layer_met1.png
Scale bar: 20 microns. Supply wires on this layer in gray.
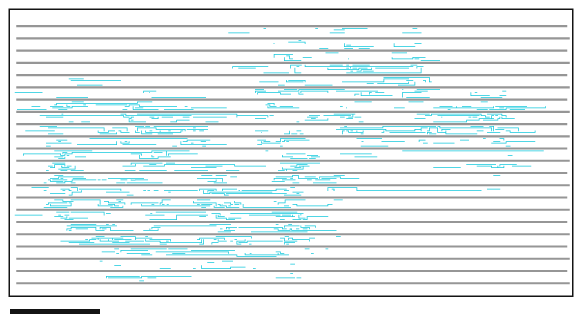
layer_met2.png
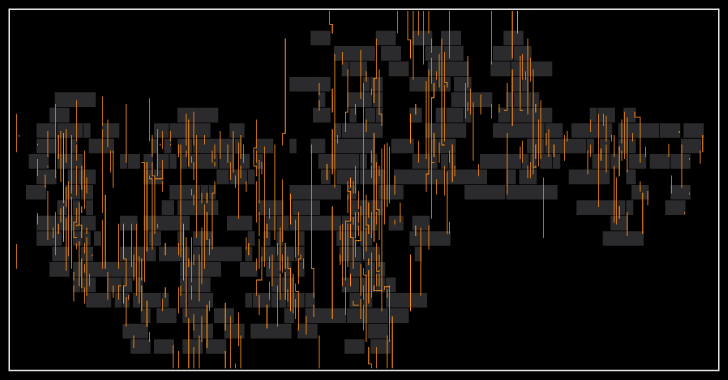
==> config.mk <==
export PLATFORM = sky130hd
export DESIGN_NAME = controle_arrolhamento
export DESIGN_NICKNAME = d
export VERILOG_FILES = /design/src/rtl/controle_arrolhamento.sv
export SDC_FILE = /design/constraint.sdc
export NUM_CORES = 1
export LEC_CHECK = 0
export CORE_ASPECT_RATIO = 0.5
export CORE_UTILIZATION = 25
export DETAILED_ROUTE_END_ITERATION = 16
export MAX_ROUTING_LAYER = met4
export PLACE_DENSITY = 0.56
export SLEW_MARGIN = 20
export SYNTH_ARGS = -nofsm -noshare
export SYNTH_HDL_FRONTEND = slang
export SYNTH_SLANG_ARGS = --single-unit
==> constraint.sdc <==
create_clock -name CLOCK -period 3.7 [get_ports CLOCK]
set_clock_uncertainty 0.2 [all_clocks]
set_input_delay 0.555 -clock CLOCK [delete_from_list [all_inputs] [get_ports CLOCK]]
set_output_delay 0.555 -clock CLOCK [all_outputs]
set_load 0.01 [all_outputs]
==> results.txt <==
Synth top cells by count - 38 x nor2_1, 30 x dfxtp_1, 17 x nand2_1, 16 x nand3_1, 14 x xor2_1
Total power - 0.00191 W
Top delay family on crit path - adder cells
Drc violations - 6
Detail Route Antenna Nets - 0
Synthesized cell area - 0.00189 sq mm
Failing checks - DRC
Met1 WL - 2270 microns
First-pass GRT wire length - 7630 microns
Met3 WL post-DR - 151 microns
Comb area share - 0.480
Clk ins delay skew pair - 270 ps
Fillcell total - 727
Wire per inst - 12.6 microns
Setup WS pre-CTS - 401 ps
Reg2Reg Depth - 9
Critical path class - in2reg
CTS buffer count - 5
Tap cells - 92
WHS Path Cells - 2
# diodes - 0
CP Capture Type - register
Gr ovfl total - 0
Multi-In Gates - 178
# Cells Yosys - 226
Clock power share - 0.210
Clk root buf - clkbuf_16
Synth warn - 0
Data arrival, critical path - 2990 ps
P_clk - 0.000401 W
Status - finished, violations left
H-tree levels - 2
Io pins - 40
Commonest Layout Cell - clkdlybuf4s50_1
Clock Buffer Count - 7
Flip-flops - 30
Yosys adder share - 0.0956
Cell Type Count - 46
Gate power share - 0.529
Most frequent cells in the layout - 39 x clkdlybuf4s50_1, 38 x nor2_1, 30 x dfxtp_1
GRT Overall Usage - 0.122
WL met2 - 2070 microns
Cell type with the largest total area - dfxtp_1
Inverters - 11
About layer_met1.png:
wire length on this layer: 2270 microns
nets with wire on the layer: 265
main direction: horizontal
share of all routed wire: 50%
longest straight run: 31.3 microns
via count of the routed design: 1741
met1 usage: 0.153
final WL: 4520 microns

About layer_met2.png:
longest straight run: 30.9 microns
nets with wire on the layer: 253
GR Util met2: 0.202

Power figures rest on the tool's default switching activity, not on a simulated workload.
